[src/rtl/z80_bus_pkg.sv]
// Command encodings, bus phase enumeration and helpers shared by the Z80 bus initiator.
package z80_bus_pkg;

    localparam int WAIT_W = 8;

    localparam logic [2:0] CMD_MEMRD = 3'd0;
    localparam logic [2:0] CMD_MEMWR = 3'd1;
    localparam logic [2:0] CMD_IORD  = 3'd2;
    localparam logic [2:0] CMD_IOWR  = 3'd3;
    localparam logic [2:0] CMD_M1    = 3'd4;

    // One phase per clk: every T-state is an H phase followed by an L phase.
    typedef enum logic [3:0] {
        PH_IDLE,
        PH_T1H,
        PH_T1L,
        PH_T2H,
        PH_T2L,
        PH_TWH,
        PH_TWL,
        PH_T3H,
        PH_T3L,
        PH_T4H,
        PH_T4L,
        PH_RSP
    } phase_e;

    function automatic logic is_io(input logic [2:0] cmd);
        return (cmd == CMD_IORD) || (cmd == CMD_IOWR);
    endfunction

    function automatic logic is_reserved(input logic [2:0] cmd);
        return cmd > CMD_M1;
    endfunction

    function automatic logic is_read(input logic [2:0] cmd);
        return (cmd == CMD_MEMRD) || (cmd == CMD_IORD) || (cmd == CMD_M1);
    endfunction

endpackage

[src/rtl/z80_bus_initiator.sv]
// Z80 bus-cycle initiator: runs one MEMRD/MEMWR/IORD/IOWR/M1 cycle per request with
// half-T-state phase sequencing, wait-state handling, refresh and a response port.
module z80_bus_initiator
    import z80_bus_pkg::*;
#(
    parameter int WAIT_LIMIT   = 255,
    parameter int IO_AUTO_WAIT = 1
) (
    input  logic        clk,
    input  logic        reset,
    input  logic        req_valid,
    output logic        req_ready,
    input  logic [2:0]  req_cmd,
    input  logic [15:0] req_addr,
    input  logic [7:0]  req_wdata,
    output logic        rsp_valid,
    output logic [7:0]  rsp_rdata,
    output logic        rsp_err,
    output logic        z80_clk,
    output logic [15:0] adr,
    output logic [7:0]  data_out,
    output logic        data_oe,
    input  logic [7:0]  data_in,
    output logic        mreq_b,
    output logic        iorq_b,
    output logic        rd_b,
    output logic        wr_b,
    output logic        m1_b,
    output logic        rfsh_b,
    input  logic        ready,
    output logic        busy
);

    localparam logic [WAIT_W-1:0] WAIT_MAX = WAIT_LIMIT[WAIT_W-1:0];
    localparam logic [1:0]        AUTO_N   = IO_AUTO_WAIT[1:0];

    phase_e             phase_q, phase_d;
    logic [2:0]         cmd_q, cmd_d;
    logic [15:0]        adr_q, adr_d;
    logic [7:0]         data_out_q, data_out_d;
    logic [WAIT_W-1:0]  wait_q, wait_d;
    logic [1:0]         auto_q, auto_d;
    logic               err_q, err_d;
    logic [7:0]         cap_q, cap_d;
    logic [7:0]         r_q, r_d;
    logic [7:0]         rdata_q, rdata_d;
    logic               rsp_valid_q, rsp_valid_d;
    logic               rsp_err_q, rsp_err_d;
    logic               req_ready_q, req_ready_d;
    logic               busy_q, busy_d;
    logic               z80_clk_q, z80_clk_d;
    logic               data_oe_q, data_oe_d;
    logic               mreq_b_q, mreq_b_d;
    logic               iorq_b_q, iorq_b_d;
    logic               rd_b_q, rd_b_d;
    logic               wr_b_q, wr_b_d;
    logic               m1_b_q, m1_b_d;
    logic               rfsh_b_q, rfsh_b_d;
    logic               win_t1l_t3h, win_t2h_t3h, win_t1l_tw, win_t1l_t3l, win_t2l_t3h;

    always_comb begin
        phase_d    = phase_q;
        cmd_d      = cmd_q;
        adr_d      = adr_q;
        data_out_d = data_out_q;
        wait_d     = wait_q;
        auto_d     = auto_q;
        err_d      = err_q;
        cap_d      = cap_q;
        r_d        = r_q;
        rdata_d    = rdata_q;

        case (phase_q)
            PH_IDLE, PH_RSP: begin
                phase_d = PH_IDLE;
                if (req_valid) begin
                    cmd_d      = req_cmd;
                    data_out_d = req_wdata;
                    wait_d     = '0;
                    auto_d     = '0;
                    err_d      = is_reserved(req_cmd);
                    if (is_reserved(req_cmd)) begin
                        phase_d = PH_RSP;
                    end else begin
                        phase_d = PH_T1H;
                        adr_d   = req_addr;
                    end
                end
            end
            PH_T1H: phase_d = PH_T1L;
            PH_T1L: phase_d = PH_T2H;
            PH_T2H: phase_d = PH_T2L;
            // IO cycles burn their automatic waits first; READY is only looked at afterwards.
            PH_T2L, PH_TWL: begin
                if (is_io(cmd_q) && (auto_q < AUTO_N)) begin
                    auto_d  = auto_q + 2'd1;
                    phase_d = PH_TWH;
                end else if (ready) begin
                    phase_d = PH_T3H;
                end else if (wait_q == WAIT_MAX) begin
                    err_d   = 1'b1;
                    phase_d = PH_T3H;
                end else begin
                    wait_d  = wait_q + 8'd1;
                    phase_d = PH_TWH;
                end
            end
            PH_TWH: phase_d = PH_TWL;
            PH_T3H: begin
                phase_d = PH_T3L;
                cap_d   = data_in;
            end
            PH_T3L: phase_d = (cmd_q == CMD_M1) ? PH_T4H : PH_RSP;
            PH_T4H: phase_d = PH_T4L;
            PH_T4L: begin
                phase_d = PH_RSP;
                r_d     = {r_q[7], r_q[6:0] + 7'd1};
            end
            default: phase_d = PH_IDLE;
        endcase

        if ((phase_d == PH_T3H) && (cmd_q == CMD_M1)) begin
            adr_d = {8'h00, r_q};
        end

        if (phase_d == PH_RSP) begin
            if (err_d) begin
                rdata_d = 8'hFF;
            end else if (is_read(cmd_d)) begin
                rdata_d = cap_q;
            end
        end

        // Outputs are decoded from the phase being entered so they change at phase start.
        win_t1l_t3h = phase_d inside {PH_T1L, PH_T2H, PH_T2L, PH_TWH, PH_TWL, PH_T3H};
        win_t2h_t3h = phase_d inside {PH_T2H, PH_T2L, PH_TWH, PH_TWL, PH_T3H};
        win_t2l_t3h = phase_d inside {PH_T2L, PH_TWH, PH_TWL, PH_T3H};
        win_t1l_tw  = phase_d inside {PH_T1L, PH_T2H, PH_T2L, PH_TWH, PH_TWL};
        win_t1l_t3l = phase_d inside {PH_T1L, PH_T2H, PH_T2L, PH_TWH, PH_TWL, PH_T3H, PH_T3L};

        mreq_b_d  = 1'b1;
        iorq_b_d  = 1'b1;
        rd_b_d    = 1'b1;
        wr_b_d    = 1'b1;
        m1_b_d    = 1'b1;
        rfsh_b_d  = 1'b1;
        data_oe_d = 1'b0;

        case (cmd_d)
            CMD_MEMRD: begin
                mreq_b_d = !win_t1l_t3h;
                rd_b_d   = !win_t1l_t3h;
            end
            CMD_MEMWR: begin
                mreq_b_d  = !win_t1l_t3h;
                wr_b_d    = !win_t2l_t3h;
                data_oe_d = win_t1l_t3l;
            end
            CMD_IORD: begin
                iorq_b_d = !win_t2h_t3h;
                rd_b_d   = !win_t2h_t3h;
            end
            CMD_IOWR: begin
                iorq_b_d  = !win_t2h_t3h;
                wr_b_d    = !win_t2h_t3h;
                data_oe_d = win_t1l_t3l;
            end
            CMD_M1: begin
                m1_b_d   = !(win_t1l_tw || (phase_d == PH_T1H));
                mreq_b_d = !(win_t1l_tw || (phase_d inside {PH_T3L, PH_T4H}));
                rd_b_d   = !win_t1l_tw;
                rfsh_b_d = !(phase_d inside {PH_T3H, PH_T3L, PH_T4H, PH_T4L});
            end
            default: ;
        endcase

        case (phase_d)
            PH_T1H, PH_T2H, PH_TWH, PH_T3H, PH_T4H: z80_clk_d = 1'b1;
            PH_T1L, PH_T2L, PH_TWL, PH_T3L, PH_T4L: z80_clk_d = 1'b0;
            default:                                z80_clk_d = !z80_clk_q;
        endcase

        req_ready_d = (phase_d == PH_IDLE) || (phase_d == PH_RSP);
        busy_d      = !req_ready_d;
        rsp_valid_d = (phase_d == PH_RSP);
        rsp_err_d   = rsp_valid_d && err_d;
    end

    always_ff @(posedge clk) begin
        if (reset) begin
            phase_q     <= PH_IDLE;
            cmd_q       <= '0;
            adr_q       <= '0;
            data_out_q  <= '0;
            wait_q      <= '0;
            auto_q      <= '0;
            err_q       <= 1'b0;
            cap_q       <= '0;
            r_q         <= '0;
            rdata_q     <= '0;
            rsp_valid_q <= 1'b0;
            rsp_err_q   <= 1'b0;
            req_ready_q <= 1'b1;
            busy_q      <= 1'b0;
            z80_clk_q   <= 1'b0;
            data_oe_q   <= 1'b0;
            mreq_b_q    <= 1'b1;
            iorq_b_q    <= 1'b1;
            rd_b_q      <= 1'b1;
            wr_b_q      <= 1'b1;
            m1_b_q      <= 1'b1;
            rfsh_b_q    <= 1'b1;
        end else begin
            phase_q     <= phase_d;
            cmd_q       <= cmd_d;
            adr_q       <= adr_d;
            data_out_q  <= data_out_d;
            wait_q      <= wait_d;
            auto_q      <= auto_d;
            err_q       <= err_d;
            cap_q       <= cap_d;
            r_q         <= r_d;
            rdata_q     <= rdata_d;
            rsp_valid_q <= rsp_valid_d;
            rsp_err_q   <= rsp_err_d;
            req_ready_q <= req_ready_d;
            busy_q      <= busy_d;
            z80_clk_q   <= z80_clk_d;
            data_oe_q   <= data_oe_d;
            mreq_b_q    <= mreq_b_d;
            iorq_b_q    <= iorq_b_d;
            rd_b_q      <= rd_b_d;
            wr_b_q      <= wr_b_d;
            m1_b_q      <= m1_b_d;
            rfsh_b_q    <= rfsh_b_d;
        end
    end

    assign req_ready = req_ready_q;
    assign rsp_valid = rsp_valid_q;
    assign rsp_rdata = rdata_q;
    assign rsp_err   = rsp_err_q;
    assign z80_clk   = z80_clk_q;
    assign adr       = adr_q;
    assign data_out  = data_out_q;
    assign data_oe   = data_oe_q;
    assign mreq_b    = mreq_b_q;
    assign iorq_b    = iorq_b_q;
    assign rd_b      = rd_b_q;
    assign wr_b      = wr_b_q;
    assign m1_b      = m1_b_q;
    assign rfsh_b    = rfsh_b_q;
    assign busy      = busy_q;

    a_rd_wr_exclusive: assert property (@(posedge clk) disable iff (reset) !(!rd_b_q && !wr_b_q));
    a_mreq_iorq_exclusive: assert property (@(posedge clk) disable iff (reset) !(!mreq_b_q && !iorq_b_q));

endmodule
[config.mk]
export PLATFORM = sky130hd
export DESIGN_NAME = z80_bus_initiator
export DESIGN_NICKNAME = d
export VERILOG_FILES = /design/src/rtl/z80_bus_pkg.sv /design/src/rtl/z80_bus_initiator.sv
export SDC_FILE = /design/constraint.sdc
export NUM_CORES = 1
export LEC_CHECK = 0
export ABC_AREA = 0
export ABC_CLOCK_PERIOD_IN_PS = 2730
export CORE_MARGIN = 2
export CORE_UTILIZATION = 28
export CTS_CLUSTER_SIZE = 14
export DETAILED_ROUTE_END_ITERATION = 16
export SLEW_MARGIN = 0
export SYNTH_ARGS = -nofsm -noshare
export SYNTH_HDL_FRONTEND = slang
export SYNTH_SLANG_ARGS = --single-unit
export TNS_END_PERCENT = 100
[constraint.sdc]
create_clock -name clk -period 2.73 [get_ports clk]
set_input_delay 0.819 -clock clk [delete_from_list [all_inputs] [get_ports clk]]
set_output_delay 0.819 -clock clk [all_outputs]
set_load 0.05 [all_outputs]
==> run notes <==
The share of flip-flops with an asynchronous set or reset after synthesis came out at 0. The total power consumption of the routed design is 5.05 mW. Leaving out the clock tree, the finished layout contains a buffer count of 117. STA puts the critical path data required time at 2.94 ns. Global-route congestion overflow total: 0. In this run the cell area measured after placement is 4780 um2. The tools report the final worst clock skew as 0.00686 ns. The met2 track utilization from global routing is 0.241, and the worst slew margin relative to its limit is 0.482. By count the netlist is led by 77 x sky130_fd_sc_hd__dfxtp_1, 77 x sky130_fd_sc_hd__nand2_1, 42 x sky130_fd_sc_hd__nor2_1. After synthesis, the cell types taking the most area are sky130_fd_sc_hd__dfxtp_1 43%, sky130_fd_sc_hd__nand2_1 8.1%, sky130_fd_sc_hd__a21oi_1 5.0%. The tools report the setup slack at placement as -0.159 ns. The share of cells above drive strength 1 is 0.131, and the wire length of the first global-routing pass is 15800 um.

The flow ran to the end, and the final reports show no timing, DRC or antenna violations. Per the summary, power density relative to cell area is 985 nW/um2. Measured in cells, the most critical reg-to-reg path has a length of 6. After technology mapping, the gate count stands at 425. The logs give 0.430 for the portion of the post-synthesis area used by sequential elements and 209 for the DRC marker count from the first detailed-route iteration. The number of flip-flops under the largest register name works out to 16. The run gives 0.442 for the portion of total power attributed to combinational logic. Entering global routing, the biggest net connects 31 pins. The final layout reports a setup TNS of 0 ns. The critical path goes through clkdlybuf4s50_1 -> buf_4 -> nor3b_1 -> a221o_1 -> o32ai_2 -> nand4_1 -> a2111o_1. The top fanout value on the critical path was 6; the DRC violation count after routing was 0. The most critical setup path has its startpoint at req_valid. The analysis attributes to cell leakage a power of 1.84 nW. In the Yosys stats the netlist draws on 72 distinct library cells. The largest total area in the synthesized netlist belongs to sky130_fd_sc_hd__dfxtp_1.

With the fill cell instance count of the final layout at 1246, the global-route usage over all layers is 0.146.
Figure 1. Met3 routing.
Scale: 3 px per um.
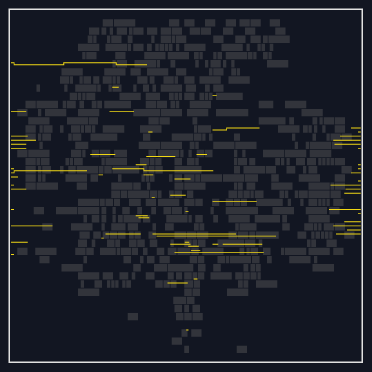
- share of all routed wire: 4.9%
- wire length on this layer: 486 um
- nets with wire on the layer: 55
- main direction: horizontal
- longest straight run: 39.6 um
met3 demand-to-capacity share in global routing: 0.0350
routed wire length: 9900 um
via count: 3465

Figure 2. Sizing map.
Scale: 2 px per um.
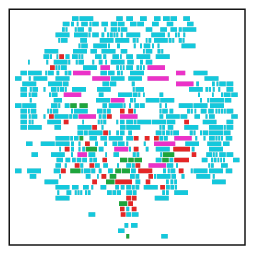
- x3 and x4: red (cells 38; share 7.1%)
- x6 and larger: magenta (cells 16; share 3.0%)
- x1 and smaller: cyan (cells 463; share 87%)
- x2: green (cells 16; share 3.0%)
Worst Slack Setup Final: 0.184 ns
relative area change from synthesis to final layout: 42.9%
Layout Cell Area excl Fill: 5130 um2

Figure 3. Cell classes on the final placement.
Scale: 4 px per um.
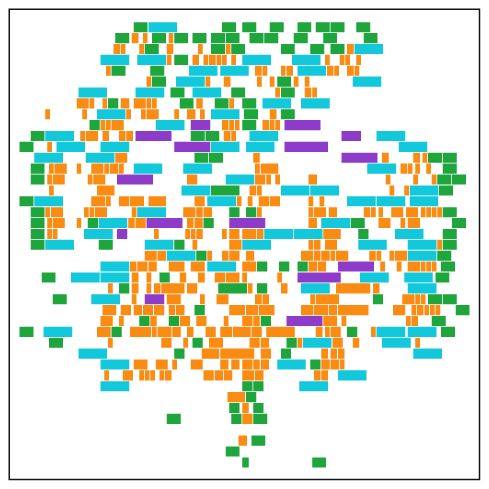
- remaining logic cells: orange (cells 324; share of their area 39%)
- registers: cyan (cells 77; share of their area 31%)
- clock drivers and dummy loads: purple (cells 15; share of their area 6.8%)
- remaining buffers and delay cells: green (cells 117; share of their area 22%)
register share of the cell area: 0.301
Core Box Area: 12600 um2
number of core rows: 41

Power and IR drop assume default switching activity.
